==> src/rtl/node_pkt_serializer_pkg.sv <==
// Shared types for the node outbound serializer.
// Packet layout, beat count and FSM state encoding.
package node_pkt_serializer_pkg;

  localparam int PKT_BYTES = 4;
  localparam int CNT_W = $clog2(PKT_BYTES);

  typedef struct packed {
    logic [3:0]  src;
    logic [3:0]  dest;
    logic [23:0] data;
  } pkt_t;

  typedef enum logic {
    IDLE,
    SEND
  } ser_state_t;

endpackage

==> src/rtl/node_pkt_serializer.sv <==
// Node outbound stage: pops pkt_t from the FIFO, sends it MSB-first as
// byte beats on put/payload. Ports: clock, reset_n, pkt_in/empty/re, free/put/payload, busy, pkts_sent.
module node_pkt_serializer
  import node_pkt_serializer_pkg::*;
(
  input  logic        clock,
  input  logic        reset_n,
  input  pkt_t        pkt_in,
  input  logic        pkt_empty,
  output logic        pkt_re,
  input  logic        free_outbound,
  output logic        put_outbound,
  output logic [7:0]  payload_outbound,
  output logic        busy,
  output logic [15:0] pkts_sent
);

  ser_state_t       state_q;
  ser_state_t       state_d;
  logic [31:0]      shreg_q;
  logic [CNT_W-1:0] cnt_q;
  logic [15:0]      sent_q;
  logic             last;

  assign last = (cnt_q == CNT_W'(PKT_BYTES - 1));

  // reset_n gates the pop so the FIFO is never drained during reset
  always_comb begin
    state_d = state_q;
    pkt_re  = 1'b0;
    unique case (state_q)
      IDLE: begin
        if (reset_n && !pkt_empty && free_outbound) begin
          pkt_re  = 1'b1;
          state_d = SEND;
        end
      end
      SEND: begin
        if (last) state_d = IDLE;
      end
    endcase
  end

  always_ff @(posedge clock or negedge reset_n) begin
    if (!reset_n) begin
      state_q <= IDLE;
    end else begin
      state_q <= state_d;
    end
  end

  always_ff @(posedge clock or negedge reset_n) begin
    if (!reset_n) begin
      shreg_q <= '0;
      cnt_q   <= '0;
      sent_q  <= '0;
    end else if (pkt_re) begin
      shreg_q <= pkt_in;
      cnt_q   <= '0;
    end else if (state_q == SEND) begin
      shreg_q <= shreg_q << 8;
      cnt_q   <= cnt_q + 1'b1;
      if (last) sent_q <= sent_q + 16'd1;
    end
  end

  // beat outputs decode straight from registered state
  assign put_outbound     = (state_q == SEND);
  assign payload_outbound = put_outbound ? shreg_q[31:24] : 8'h00;
  assign busy             = put_outbound;
  assign pkts_sent        = sent_q;

endmodule
==> config.mk <==
export PLATFORM = sky130hd
export DESIGN_NAME = node_pkt_serializer
export DESIGN_NICKNAME = d
export VERILOG_FILES = /design/src/rtl/node_pkt_serializer_pkg.sv /design/src/rtl/node_pkt_serializer.sv
export SDC_FILE = /design/constraint.sdc
export NUM_CORES = 1
export LEC_CHECK = 0
export CAP_MARGIN = 40
export CORE_UTILIZATION = 30
export DETAILED_ROUTE_END_ITERATION = 6
export GPL_TIMING_DRIVEN = 1
export HOLD_SLACK_MARGIN = 0.05
export MAX_ROUTING_LAYER = met4
export SYNTH_ARGS = -nofsm -noshare
export SYNTH_HDL_FRONTEND = slang
export SYNTH_SLANG_ARGS = --single-unit
export TNS_END_PERCENT = 20
==> constraint.sdc <==
create_clock -name clock -period 2 [get_ports clock]
set_clock_uncertainty 0.15 [all_clocks]
set_input_delay 0.4 -clock clock [delete_from_list [all_inputs] [get_ports clock]]
set_output_delay 0.4 -clock clock [all_outputs]
set_load 0.01 [all_outputs]
### Signal wires by layer

Bar = 20 um.
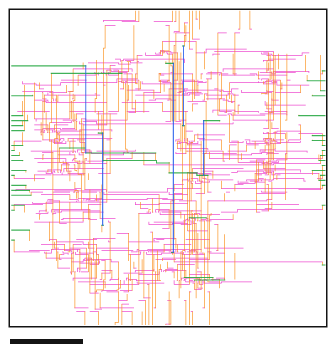
[green] met3 | wire length: 219 um
[orange] met2 | wire length: 2,060 um
[blue] met4 | wire length: 137 um
[magenta] met1 | wire length: 2,500 um
routed vias: 1,631
gr usage total: 14.5%

==> results.toml <==
# synthesis and place-and-route metrics
[status]
status = "completed"

[cells_and_area]
drive_gt1_share_pct = 10.2
nNonClkBuffers = 72
final_cell_mix = "dfrtp_1, clkdlybuf4s50_1, inv_1"
comb_share_pct = 24.0
inverters = 25

[yosys]
ys_area_um2 = 2130
largest_area_cell = "dfrtp_1"
ys_top_logic_family = "AND-OR/OR-AND gates"
synthAoiAreaFrac_pct = 15.8
netlist_top_cells_count = "dfrtp_1, inv_1, a222oi_1, xnor2_1"
ys_sh_simple_pct = 9.27
synthArstFlopShare_pct = 100
numSynthFlops = 51
synthMuxAreaShare_pct = 1.06
synth_area_um2 = 2130

[job]
warning_count = 26

[worst_setup_path]
cp-end-kind = "primary output"
r2r-start = "cnt_q[1]"
cp_num_cells = 1
crit_type = "flip-flop to primary output"
startpoint = "pkts_sent[5]"

[cts]
cts_tree = "yes"
cts_buffers = 5
cts_hold_buf = 0
cts.sinks = 51

[global_route]
use_met2_pct = 18.9
use_met3_pct = 2.86

[pwr]
power_clock_w = 0.000725
powerComb_w = 0.00111
powerDensity_nw_per_um2 = 1080
seq_power_w = 0.00144

[routing]
postRouteAntennaNets = 0
remaining_drc_errors = 0
first_iter_violations = 207
wl_met1_mm = 2.50
via_per_inst = 4.80

[timing]
slew_violations = 0
min_period_over_period_pct = 95.4
tightest_slew_ns = 0.632
slew_headroom_pct = 57.8
fin_ws_ns = 0.0925
rsz0062_at_grt = "false"
hold_violations = 0
### Cells colored by class

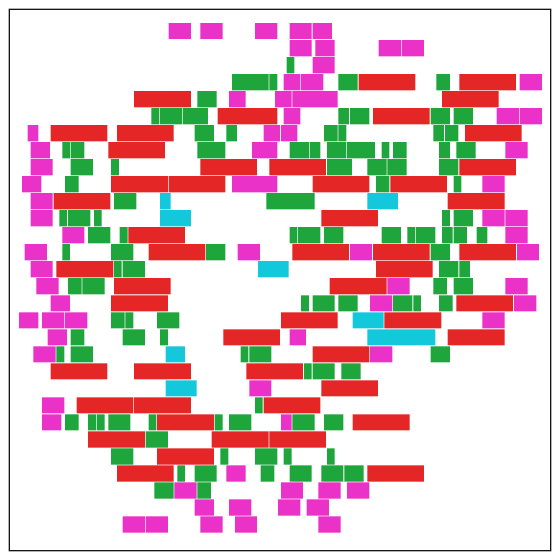
[magenta] other buffers and delay cells | cells: 72 | share of their area: 24%
[cyan] clock drivers and dummy loads | cells: 8 | share of their area: 3.9%
[red] flip-flops | cells: 51 | share of their area: 44%
[green] all other logic | cells: 113 | share of their area: 28%
share of the core filled with cells: 44.4%
sequential share of cell area: 42.1%

